--- config.mk ---
export PLATFORM = sky130hd
export DESIGN_NAME = mul_sequencer
export DESIGN_NICKNAME = d
export VERILOG_FILES = /design/src/rtl/cpu_pkg.sv /design/src/rtl/mul_shift_add_dp.sv /design/src/rtl/mul_sequencer.sv
export SDC_FILE = /design/constraint.sdc
export NUM_CORES = 1
export LEC_CHECK = 0
export ABC_CLOCK_PERIOD_IN_PS = 3000
export CORE_MARGIN = 1.5
export CORE_UTILIZATION = 50
export CTS_BUF_LIST = sky130_fd_sc_hd__clkbuf_4 sky130_fd_sc_hd__clkbuf_8
export DETAILED_ROUTE_END_ITERATION = 12
export PLACE_DENSITY = 0.77
export SKIP_LAST_GASP = 1
export SLEW_MARGIN = 10
export SYNTH_ARGS = -nofsm -noshare
export SYNTH_HDL_FRONTEND = slang
export SYNTH_SLANG_ARGS = --single-unit
--- constraint.sdc ---
create_clock -name clk -period 3 [get_ports clk]
set_input_delay 0.6 -clock clk [delete_from_list [all_inputs] [get_ports clk]]
set_output_delay 0.6 -clock clk [all_outputs]
set_load 0.01 [all_outputs]
--- src/rtl/cpu_pkg.sv ---
// Shared CPU definitions: ALU operation codes, machine width and the
// multiply sequencer state encoding.
package cpu_pkg;

  localparam int XLEN = 32;

  localparam logic [3:0] ALU_ADD  = 4'b0000;
  localparam logic [3:0] ALU_SLL  = 4'b0001;
  localparam logic [3:0] ALU_SLT  = 4'b0010;
  localparam logic [3:0] ALU_SLTU = 4'b0011;
  localparam logic [3:0] ALU_XOR  = 4'b0100;
  localparam logic [3:0] ALU_SRL  = 4'b0101;
  localparam logic [3:0] ALU_OR   = 4'b0110;
  localparam logic [3:0] ALU_AND  = 4'b0111;
  localparam logic [3:0] ALU_SUB  = 4'b1000;
  localparam logic [3:0] ALU_MUL  = 4'b1001;
  localparam logic [3:0] ALU_SRA  = 4'b1101;

  typedef enum logic [1:0] {
    IDLE = 2'd0,
    BUSY = 2'd1,
    DONE = 2'd2
  } mul_state_t;

endpackage

--- src/rtl/mul_shift_add_dp.sv ---
// Iterative shift-add multiply datapath: multiplicand, multiplier and
// accumulator registers with load/step controls. acc holds the low XLEN bits.
module mul_shift_add_dp #(
  parameter int XLEN = 32
) (
  input  logic            clk,
  input  logic            rst_n,
  input  logic            load,
  input  logic            step,
  input  logic [XLEN-1:0] op_a,
  input  logic [XLEN-1:0] op_b,
  output logic [XLEN-1:0] acc,
  output logic            mplier_zero
);

  logic [XLEN-1:0] mcand_q;
  logic [XLEN-1:0] mplier_q;
  logic [XLEN-1:0] acc_q;

  always_ff @(posedge clk) begin
    if (!rst_n) begin
      mcand_q  <= '0;
      mplier_q <= '0;
      acc_q    <= '0;
    end else if (load) begin
      mcand_q  <= op_a;
      mplier_q <= op_b;
      acc_q    <= '0;
    end else if (step) begin
      if (mplier_q[0]) acc_q <= acc_q + mcand_q;
      mcand_q  <= mcand_q << 1;
      mplier_q <= mplier_q >> 1;
    end
  end

  // Looks one step ahead: true when the multiplier is zero after this step's shift.
  assign mplier_zero = (mplier_q[XLEN-1:1] == '0);
  assign acc         = acc_q;

endmodule

--- src/rtl/mul_sequencer.sv ---
// Multi-cycle MUL controller: IDLE/BUSY/DONE FSM, iteration counter and
// pipeline stall/done logic. Define MUL_EARLY_OUT_EN to finish early.
module mul_sequencer
  import cpu_pkg::*;
#(
  parameter int XLEN  = cpu_pkg::XLEN,
  parameter int CNT_W = 6
) (
  input  logic            clk,
  input  logic            rst_n,
  input  logic            start,
  input  logic [3:0]      alu_control,
  input  logic [XLEN-1:0] op_a,
  input  logic [XLEN-1:0] op_b,
  input  logic            flush,
  output logic            stall,
  output logic            busy,
  output logic            done,
  output logic [XLEN-1:0] result,
  output logic [1:0]      dbg_state
);

`ifdef MUL_EARLY_OUT_EN
  localparam bit EARLY_OUT = 1'b1;
`else
  localparam bit EARLY_OUT = 1'b0;
`endif

  mul_state_t       state_q, state_d;
  logic [CNT_W-1:0] cnt_q;
  logic             busy_q, done_q;
  logic             accept, step, last_iter, mplier_zero;

  assign accept    = start & (alu_control == ALU_MUL) & (state_q == IDLE) & ~flush;
  assign step      = (state_q == BUSY) & ~flush;
  assign last_iter = (cnt_q == CNT_W'(XLEN - 1));

  always_comb begin
    state_d = state_q;
    case (state_q)
      IDLE: if (accept) state_d = (EARLY_OUT && op_b == '0) ? DONE : BUSY;
      BUSY: begin
        if (flush)                                      state_d = IDLE;
        else if (last_iter || (EARLY_OUT && mplier_zero)) state_d = DONE;
      end
      DONE:    state_d = IDLE;
      default: state_d = IDLE;
    endcase
  end

  always_ff @(posedge clk) begin
    if (!rst_n) begin
      state_q <= IDLE;
      cnt_q   <= '0;
      busy_q  <= 1'b0;
      done_q  <= 1'b0;
    end else begin
      state_q <= state_d;
      busy_q  <= (state_d == BUSY);
      done_q  <= (state_d == DONE);
      if (accept)    cnt_q <= '0;
      else if (step) cnt_q <= cnt_q + 1'b1;
    end
  end

  mul_shift_add_dp #(.XLEN(XLEN)) u_dp (
    .clk         (clk),
    .rst_n       (rst_n),
    .load        (accept),
    .step        (step),
    .op_a        (op_a),
    .op_b        (op_b),
    .acc         (result),
    .mplier_zero (mplier_zero)
  );

  // Stall drops in DONE so the pipeline advances alongside the done pulse.
  assign stall     = busy_q | accept;
  assign busy      = busy_q;
  assign done      = done_q;
  assign dbg_state = state_q;

endmodule

### Routed clock nets over the placement, run 1

Bar = 20 um.
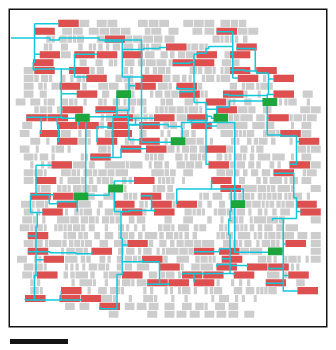
legend:
  clock-net drivers:
    color: green
    count: 9
  flip-flops:
    color: red
    count: 106
  clock wires:
    color: cyan
    length: 1,250 um
flops lie: all over the die
routed clock nets: 10
Setup Skew: 14.7 ps
clock network power share: 0.369

### Signal wires by layer, run 1

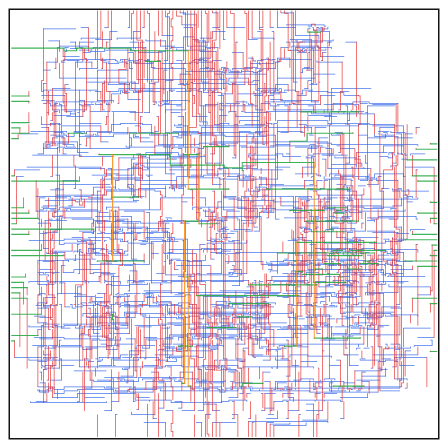
legend:
  M4:
    color: orange
    wire_length: 221 um
  M3:
    color: green
    wire_length: 683 um
  M2:
    color: red
    wire_length: 7,220 um
  M1:
    color: blue
    wire_length: 6,480 um

### The metal 3 layer, run 1

Bar = 20 um.
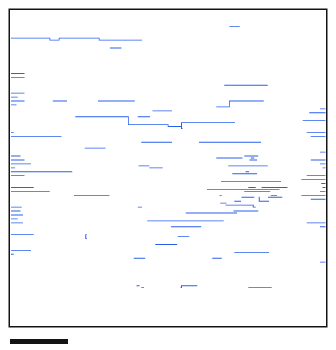
share of all routed wire: 4.7%
main direction: horizontal
wire length on this layer: 683 um
longest straight run: 26.2 um
nets with wire on the layer: 80
met3 Resource Use GR: 0.0439
WL final: 14,600 um
vias after detailed routing: 5,467

## run 1: Yosys cell counts, types with 7 or more instances
cell type | number | share of area
inv_1 | 7 | 0.0046
o21ai_1 | 8 | 0.0071
nand4_1 | 7 | 0.0077
ha_1 | 32 | 0.071
xnor2_1 | 19 | 0.029
nand2_1 | 169 | 0.11
nor2_1 | 53 | 0.035
clkbuf_1 | 33 | 0.022
and2_1 | 8 | 0.0088
o21ai_0 | 17 | 0.015
a21o_1 | 13 | 0.017
nand3_1 | 11 | 0.0097
a22oi_1 | 31 | 0.041
a21oi_1 | 83 | 0.073
xor2_1 | 8 | 0.012
dfxtp_1 | 106 | 0.38
a311oi_1 | 32 | 0.050
## run 1: sequential cells by signal (all words and copies together), names as in the netlist
register       flops
busy               1
cnt_q              6
dbg_state          2
done               1
u_dp.acc          32
u_dp.mcand_q      32
u_dp.mplier_q     32
## run 1: worst max-delay path: cells and delay by family
family	cells	cell delay, ps
and+or+nand+nor	3	720
buffers and inverters	2	930
## run 1: where the power goes
part,internal [mW],leakage [nW],switching [mW]
Sequential,1.42,0.854,0.00699
Clock,0.418,0.105,0.513
Combinational,0.101,1.60,0.0650
## run 1: cells by family after synthesis
logic type | count (synthesis) | share of synthesized area
AND/OR/NAND/NOR | 273 | 0.203
AND-OR/OR-AND | 229 | 0.269
flip-flops | 106 | 0.375
buffers and inverters | 50 | 0.0358
adder cells (fa/ha/maj) | 33 | 0.0743
XOR/XNOR | 27 | 0.0418
## run 1: worst paths after layout
| path | endpoint | start | slack (ps) |
|---|---|---|---|
| worst max-delay path | stall | alu_control[1] | 140 |
| worst min-delay path | u_dp.mplier_q[15] | u_dp.mplier_q[15] | 460 |
| worst max register to register | u_dp.acc[22] | u_dp.acc[0] | 320 |
| worst min register to register | u_dp.mplier_q[15] | u_dp.mplier_q[15] | 460 |
==> Slide: Implementation Results, run 1 <==
Run Summary

Outcome
  • Outcome: completed

Floorplan
  • Core Area: 0.0109 mm2
  • Die Size: 0.0120 mm2
  • Init Core Util: 0.517
  • Die width: 109 um
  • # Taps: 140
  • I/O pin count: 109

STA
  • Slew HR: 0.256
  • Final setup TNS: 0 ps
  • Peak Freq: 350 MHz
  • Final min period: 2860 ps
  • Endpoints failing hold: 0
  • Least-Margin Pin Slew: 1110 ps
  • Max Transition Viols Final: 0
  • WHS: 459 ps
  • Final worst slack: 141 ps
  • Final worst-path cycle share: 0.953

Setup path
  • R2R depth: 10
  • Critical path, cell by cell: clkdlybuf4s50_1, nor4b_1, nand4_1, nand2b_1, clkdlybuf4s50_1
  • CP endpoint kind: primary output
  • Req. time, crit path: 2400 ps
  • Worst stage delay on the critical path: 530 ps
  • Max Fanout on Critical Path: 2
  • Worst Path Arrival: 2260 ps
  • Startpoint Class: primary input
  • Crit path max-delay cell type: clkdlybuf4s50_1
  • Type of the worst setup path: primary input to primary output

Drt
  • Iteration-0 DRC Markers: 266
  • First-pass detailed-route iteration total: 5
  • Post-DRT Antenna Nets: 0
  • WL met3: 683 um
  • Vias per inst: 5.74
  • Max layer used: met4
  • Met2 wire length: 7220 um

Layout
  • ClkCell Share: 0.0296
  • Nonclk buf count: 121
  • Buffer share of cell area: 0.167
  • Design Area, Final: 0.00705 mm2
  • Layout fillers: 963
  • Post-route insts no fill: 952
  • Nets: 912
  • Flop count: 106
  • Comb. cell area: 0.00334 mm2
  • Layout Utilization: 0.645
  • Area growth from synthesis to layout: 24.7%
  • Flop area: 0.00212 mm2
  • Clock buf count: 10
  • Combinational share of cell area: 0.474
  • Top cells excl fill/tap: 169 x nand2_1, 108 x clkdlybuf4s50_1, 106 x dfxtp_1
  • # diodes: 0
  • Inverters: 7

Clocking
  • Clock slew at reported path FFs: 100 ps
  • Hold_buf cts: 0
  • CTS Buffer Depth: 2
  • CTS root buffer: clkbuf_8
  • H-tree lvl count: 3
  • CTS tree: done

Synth
  • Mapped Nets: 823
  • # Cells Yosys: 718
  • Average instance area after synthesis: 7.88 um2
  • Synth cell types: 56
  • Mapped Cells: 718
  • Synth Seq Share: 0.375
  • Synth async-reset ratio: 0
  • Synth flops: 106
  • Number of synthesized flops with an enable pin: 0
  • Dominant synthesized flop cell: dfxtp_1

Placed design
  • DP Cell Count: 936
  • DP Worst Slack: 117 ps
  • Placed cell areas: 0.00684 mm2
  • DP HPWL: 10,500 um
  • Placer Congestion: 0.926

Power and ir drop
  • Design Power: 2.52 mW
  • Leakage power total: 2.56 nW
  • Max rail drop VDD: 311 uV
  • PD cells: 357 mW/mm2

Global routing
  • Global-route wire length before repair: 23,900 um
  • Initial antenna violation count: 0
  • Global-route usage over all layers: 0.249
  • Vias in the first global route: 5,226
  • Grt met1 use: 0.311
  • Largest net degree at the start of global routing: 50
  • Remaining Overflow, GRT: 0

Flow run
  • OpenROAD warnings: 26
  • Max-cap violations: 0

Min path
  • HP Class: register to register
  • Hold Crit Depth: 2
==> run 2: changes to the inputs <==
- GPL_TIMING_DRIVEN: unset -> 0
==> Slide: Implementation Results, run 2 <==
Run Summary

Outcome
  • Outcome: completed

Clocking
  • CTS Buffer Depth: 2 (unchanged)
  • Setup bufs post-CTS: 1
  • CTS root buffer: clkbuf_8
  • CTS tree: done
  • Clock latency on the worst-skew pair: 390 ps
  • Clock slew at reported path FFs: 110 ps (about the same)
  • H-tree lvl count: 3 (unchanged)
  • Hold_buf cts: 0 (unchanged)

Setup path
  • R2R Setup Slk: 290 ps (-30 ps)
  • Type of the worst setup path: primary input to primary output
  • CP endpoint kind: primary output
  • Worst Path Arrival: 2320 ps (+60 ps)
  • Worst Setup SP: flush
  • Worst r2r src: u_dp.acc[0]
  • Max Fanout on Critical Path: 10 (+8)
  • Req. time, crit path: 2400 ps (about the same)
  • Startpoint Class: primary input

Floorplan
  • I/O pin count: 109 (unchanged)
  • Core Area: 0.0109 mm2 (unchanged)
  • Init Core Util: 0.517 (unchanged)
  • Die Size: 0.0120 mm2 (unchanged)
  • Die width: 109 um (unchanged)

Layout
  • Area growth from synthesis to layout: 26.3%
  • Layout Utilization: 0.653 (+0.00824)
  • Layout fillers: 955 (-0.83%)
  • Nets: 943 (+3.4%)
  • Layout cells sized above 1: 0.0415
  • Comb. cell area: 0.00334 mm2 (about the same)
  • Flop area: 0.00212 mm2 (unchanged)
  • Top cells excl fill/tap: 169 x nand2_1, 108 x clkdlybuf4s50_1, 106 x dfxtp_1
  • # diodes: 0 (unchanged)

Synth
  • Synth top area share: 0.375 (unchanged)
  • Synth flops: 106 (unchanged)
  • Dominant synthesized flop cell: dfxtp_1
  • Average instance area after synthesis: 7.88 um2 (unchanged)
  • Mapped Nets: 823 (unchanged)
  • Synth async-reset ratio: 0 (unchanged)
  • Synth Seq Share: 0.375 (unchanged)
  • Top cells by area: dfxtp_1 38%, nand2_1 11%, a21oi_1 7.3%
  • Synth cell types: 56 (unchanged)
  • Post-synth top area cell: dfxtp_1
  • Cell with the most instances after synthesis: nand2_1
  • Number of synthesized flops with an enable pin: 0 (unchanged)
  • # Cells Yosys: 718 (unchanged)
  • Mapped Cells: 718 (unchanged)
  • Commonest cells post-synth: 169 x nand2_1, 106 x dfxtp_1, 83 x a21oi_1

Placed design
  • DP Worst Slack: -562 ps (-679 ps)
  • DP HPWL: 11,800 um (+13%)
  • Placer Congestion: 0.922 (-0.45%)

Min path
  • Hold_sp: u_dp.mplier_q[12]
  • HP Class: register to register

Global routing
  • Global-route wire length before repair: 25,500 um (+6.6%)
  • Grt met1 use: 0.352 (+0.0409)
  • Initial antenna violation count: 0 (unchanged)
  • Global-route usage over all layers: 0.271 (+0.0223)
  • Met3 Resource Use GR: 0.0498 (+0.00593)
  • Largest net degree at the start of global routing: 20 (-60%)
  • Remaining Overflow, GRT: 0 (unchanged)
  • Vias in the first global route: 5,399 (+3.3%)

STA
  • Setup Skew: 14.8 ps (+0.103 ps)
  • Final worst-path cycle share: 0.974 (+0.0210)
  • Final worst slack: 78.3 ps (-62.9 ps)
  • Slew HR: 0.325 (+0.0694)
  • Least-Margin Pin Slew: 1010 ps (-103 ps)
  • WHS: 461 ps (+1.18 ps)
  • Max Transition Viols Final: 0 (unchanged)
  • Peak Freq: 342 MHz (-2.2%)
  • Final min period: 2920 ps (+62.9 ps)
  • Endpoints failing hold: 0 (unchanged)

Power and ir drop
  • PD cells: 355 mW/mm2 (-0.57%)
  • Leakage power total: 2.58 nW (+0.93%)
  • Max rail drop VDD: 284 uV (-8.5%)

Drt
  • Iteration-0 DRC Markers: 367 (+38%)
  • Vias per inst: 5.85 (+1.9%)
  • Post-DRT Antenna Nets: 0 (unchanged)
  • Vias after detailed routing: 5,750 (+5.2%)
  • WL final: 15,900 um (+8.6%)
  • First-pass detailed-route iteration total: 5 (unchanged)

Flow run
  • Max-cap violations: 0 (unchanged)
  • OpenROAD warnings: 26 (unchanged)
-- run 2: cell counts after synthesis --
No cell type changed its count.
-- run 2: final cells by class --
type	count	share of cell area
Buffer	43	0.0258
Clock buffer	9	0.0173
Clock inverter	7	0.0117
Inverter	7	0.00368
Multi-Input combinational cell	562	0.467
Sequential cell	106	0.297
Tap cell	140	0.0245
Timing Repair Buffer	109	0.152
-- run 2: report_power, final --
group          internal [mW]  switching, mW
logic                  0.102         0.0707
clock network          0.401          0.541
registers               1.42        0.00719
total                   1.92          0.619
-- run 2: path summary, 6_finish.rpt --
path	to	depth (start not counted)
min	u_dp.mplier_q[12]	2
min reg2reg	u_dp.mplier_q[12]	2
max	stall	6
max reg2reg	u_dp.acc[22]	10
-- run 2: cells by family (layout without fill, tap and decap cells) --
kind of cell,after synthesis,count (layout),share of synthesized area
xor gates and xnor gates,27,27,0.0418
DFF,106,106,0.375
buffers and inverters,50,175,0.0358
AOI/OAI and AO/OA,229,229,0.269
and+or+nand+nor,273,273,0.203
adders and majority gates,33,33,0.0743
-- run 2: per-stage QoR --
stage,TNS (ps),area (um2),power [mW],std cells
2_1_floorplan,0,5660,1.51,718
5_1_grt,0,7140,2.62,983
4_1_cts,0,7140,2.55,983
3_5_place_dp,-1670,6910,1.62,966
6_report,0,7140,2.54,983
3_3_place_gp,-717,6910,1.62,966
-- run 2: metal layers --
layer	wire length, um	vias to the layer above	part of all wire
met1	7180	2710	0.45
met3	819	32	0.052
met4	323	0	0.020
li1	-	2825	-
met2	7530	183	0.47
met5	0	-	0
-- run 2: critical path, stage by stage --
cell,delay (ps)
clkdlybuf4s50_1,420
nor2_1,280
nand4_1,220
buf_6,200
nand2b_1,70
clkdlybuf4s50_1,530
### Routed clock nets over the placement, run 2

Bar = 20 um.
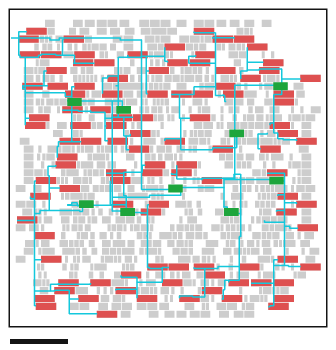
legend:
  clock wires:
    color: cyan
    length: 1,300 um
  flip-flops:
    color: red
    count: 106
  clock-net drivers:
    color: green
    count: 9
routed clock nets: 10

### Zoomed window, run 2

Window x 35 to 75, y 13 to 53 um. Cells in gray, sequential cells in the stronger gray; small squares are vias.
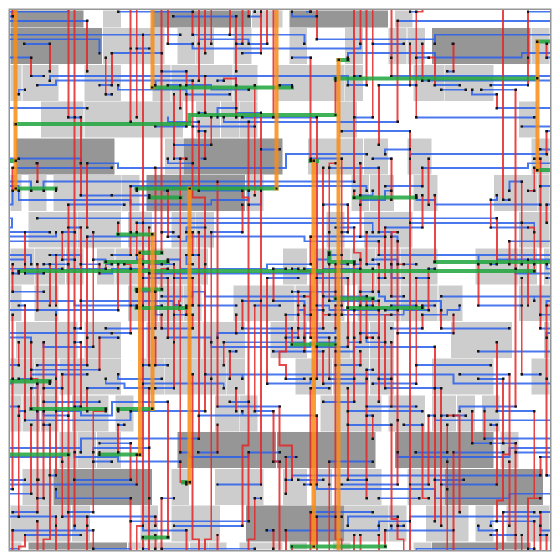
legend:
  M3:
    color: green
  M4:
    color: orange
  M1:
    color: blue
  M2:
    color: red
sequential cells in the window: 11
cells with their middle in the window: 132
netlist names of flops here include: `u_dp.acc` (10), `u_dp.mcand_q` (1)
most frequent: nand2_1 (28), a21oi_1 (15), dfxtp_1 (11)

Power and IR drop assume default switching activity.
